m1.png
Bar = 10 microns.
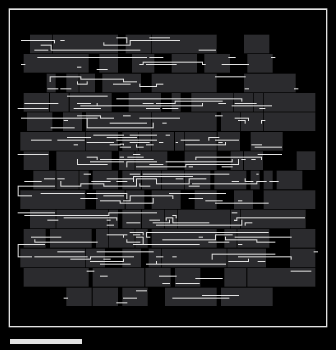
m2.png
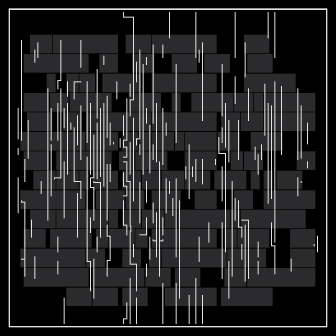
m3.png
Bar = 10 microns.
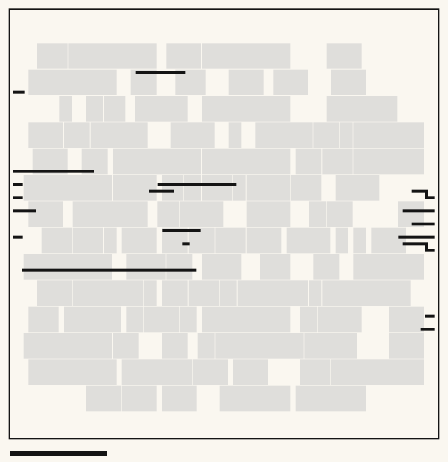
## src/rtl/fifo_ptr_ctrl.sv

```systemverilog
// Pointer/arbitration controller for a 16-entry single-port FIFO.
// Round-robin write/read grants share one memory port; status derives from the pointers.
module fifo_ptr_ctrl (
  input  logic       clk,
  input  logic       rst_n,
  input  logic       wr_req,
  input  logic       rd_req,
  output logic       wr_ack,
  output logic       rd_ack,
  output logic       addr_sel,
  output logic [4:0] wr_ptr,
  output logic [4:0] rd_ptr,
  output logic       mem_we,
  output logic       rd_valid,
  output logic       full,
  output logic       empty,
  output logic [4:0] count,
  output logic       ovf,
  output logic       udf
);

  typedef enum logic {
    GRANT_RD = 1'b0,
    GRANT_WR = 1'b1
  } grant_e;

  logic [4:0] r_wr_ptr;
  logic [4:0] r_rd_ptr;
  grant_e     r_last_grant;
  logic       r_rd_valid;
  logic       r_ovf;
  logic       r_udf;

  logic w_full;
  logic w_empty;
  logic w_wr_ok;
  logic w_rd_ok;
  logic w_grant_wr;
  logic w_grant_rd;

  always_comb begin
    w_empty = (r_wr_ptr == r_rd_ptr);
    w_full  = (r_wr_ptr[4] != r_rd_ptr[4]) && (r_wr_ptr[3:0] == r_rd_ptr[3:0]);
    w_wr_ok = wr_req & ~w_full;
    w_rd_ok = rd_req & ~w_empty;
    // On contention the side that did not win last time gets the port.
    w_grant_wr = rst_n & w_wr_ok & (~w_rd_ok | (r_last_grant == GRANT_RD));
    w_grant_rd = rst_n & w_rd_ok & (~w_wr_ok | (r_last_grant == GRANT_WR));
  end

  always_ff @(posedge clk or negedge rst_n) begin
    if (!rst_n) begin
      r_wr_ptr     <= '0;
      r_rd_ptr     <= '0;
      r_last_grant <= GRANT_RD;
      r_rd_valid   <= 1'b0;
      r_ovf        <= 1'b0;
      r_udf        <= 1'b0;
    end else begin
      r_rd_valid <= w_grant_rd;
      r_ovf      <= r_ovf | (wr_req & w_full);
      r_udf      <= r_udf | (rd_req & w_empty);
      if (w_grant_wr) begin
        r_wr_ptr     <= r_wr_ptr + 5'd1;
        r_last_grant <= GRANT_WR;
      end else if (w_grant_rd) begin
        r_rd_ptr     <= r_rd_ptr + 5'd1;
        r_last_grant <= GRANT_RD;
      end
    end
  end

  assign wr_ack   = w_grant_wr;
  assign rd_ack   = w_grant_rd;
  assign mem_we   = w_grant_wr;
  assign addr_sel = w_grant_wr;
  assign wr_ptr   = r_wr_ptr;
  assign rd_ptr   = r_rd_ptr;
  assign rd_valid = r_rd_valid;
  assign full     = w_full;
  assign empty    = w_empty;
  assign count    = r_wr_ptr - r_rd_ptr;
  assign ovf      = r_ovf;
  assign udf      = r_udf;

endmodule
```

## config.mk

```make
export PLATFORM = sky130hd
export DESIGN_NAME = fifo_ptr_ctrl
export DESIGN_NICKNAME = d
export VERILOG_FILES = /design/src/rtl/fifo_ptr_ctrl.sv
export SDC_FILE = /design/constraint.sdc
export NUM_CORES = 1
export LEC_CHECK = 0
export CAP_MARGIN = 20
export CORE_UTILIZATION = 48
export DETAILED_ROUTE_END_ITERATION = 12
export GPL_ROUTABILITY_DRIVEN = 1
export PLACE_DENSITY = 0.81
export REMOVE_ABC_BUFFERS = 1
export SKIP_CTS_REPAIR_TIMING = 1
export SLEW_MARGIN = 20
export SYNTH_ARGS = -nofsm -noshare
export SYNTH_HDL_FRONTEND = slang
export SYNTH_SLANG_ARGS = --single-unit
```

## constraint.sdc

```tcl
create_clock -name clk -period 2.65 [get_ports clk]
set_input_delay 0.53 -clock clk [delete_from_list [all_inputs] [get_ports clk]]
set_output_delay 0.53 -clock clk [all_outputs]
set_load 0.05 [all_outputs]
```

==> out/qor.txt <==
CP required: 2.12 ns
Min-Delay Startpoint: ovf$_DFF_PN0_
final core occ: 81.0%
proportion of cell area spent on the clock network: 1.76%
Fin Hold WS: 0.464 ns
Seq area share: 27.5%
initial antenna violation count: 0
design area: 1280 sq um
met2 Track Usage GR: 34.7%
TritonCTS clock tree: done
Inserted Diodes: 0
clock-pin slew of the registers on the worst-case setup and hold paths: 0.08 ns
Syn Area/Cell: 11.7 sq um
Min-Delay Path Depth: 1
nonclk inv count: 7
max incr delay on CP: 0.45 ns
crit-path cells: ha_1, inv_1, fa_1, a21o_1, a21oi_2, xnor2_2, buf_12
Worst Skew: 0.00384 ns
Routed met2 length: 881 microns
Clock Tree Buf Depth: 2
dpl hpwl: 1430 microns
XORs/XNORs by Area: 13.2%
CP startpoint: rd_ptr[0]$_DFFE_PN0P_
Slew headroom: 65.8%
Die X: 44.2 microns
vias in the first global route: 631
number of flops mapped to enable cells by yosys: 0
top routing layer in use: met4
residual DRC count: 2
final hold vios: 0
drt pass-1 iters: 8
largest area contributor in the netlist: dfrtp_1
cts bufs inserted: 3
layout cells sized above 1: 30.5%
Critical Path Sink: count[4]
dpl ws: 0.272 ns
Finished Layout Cells: 121
Hold Path End: ovf$_DFF_PN0_
max_cap viols: 0
cell class ranked first by area: combinational gates
largest net degree at the start of global routing: 9
status: finished, violations left
setup ws final: 0.0819 ns
post-place instance area: 1220 sq um
synthesized area: 855 sq um
# Taps: 16
most numerous cell in the Yosys netlist: dfrtp_1
Logic Gate Count: 50
Top cell excl fill/tap: clkdlybuf4s50_1
DRT iter0 DRCs: 22
highest-delay cell along the critical path: dfrtp_1
Synth area leaders: dfrtp_1, ha_1, xnor2_1
worst reg-to-reg path cell count: 6
FFs w/ async S/R, synth: 100%
worst slew pin tran: 0.511 ns
H-tree depth: 1
fmax: 389 MHz
NonClk Buf Share: 29.4%
worst hold path type: flip-flop to flip-flop
crit path kind: flip-flop to output port
combinational share of cell area: 37.7%
final net count: 118
ANT nets after route: 0
r2r endpoint: wr_ptr[1]$_DFFE_PN0P_
Synth Flop Type: dfrtp_1
YS warnings: 0
total I/O pin count: 28
CP arrival: 2.04 ns
GR peak layer: met2
Syn-to-layout area delta: 49.5%
Final min period: 2.57 ns
Top Layout Cells: clkdlybuf4s50_1, dfrtp_1, buf_12
core area: 1580 sq um
Fill cells: 101
worst-path fanout max: 5
failing checks: DRC
final setup TNS: 0 ns
GR Util met1: 27.2%
met3 wire length: 66 microns
post-synthesis compound-gate area fraction: 8.20%
Chip Area, Yosys: 855 sq um
Storage cell area: 352 sq um
total grt overflow: 0
logic area: 482 sq um
MUX share of area: 4.69%
Notes on m1.png above:
main direction: horizontal
nets with wire on the layer: 100
wire length on this layer: 774 microns
longest straight run: 17.5 microns
share of all routed wire: 44%

Notes on m2.png above:
nets with wire on the layer: 103
main direction: vertical

Notes on m3.png above:
main direction: horizontal
nets with wire on the layer: 17
share of all routed wire: 3.8%
wire length on this layer: 66.5 microns
longest straight run: 17.7 microns
met3 Use GR: 4.08%
total wire length: 1760 microns
via count: 655

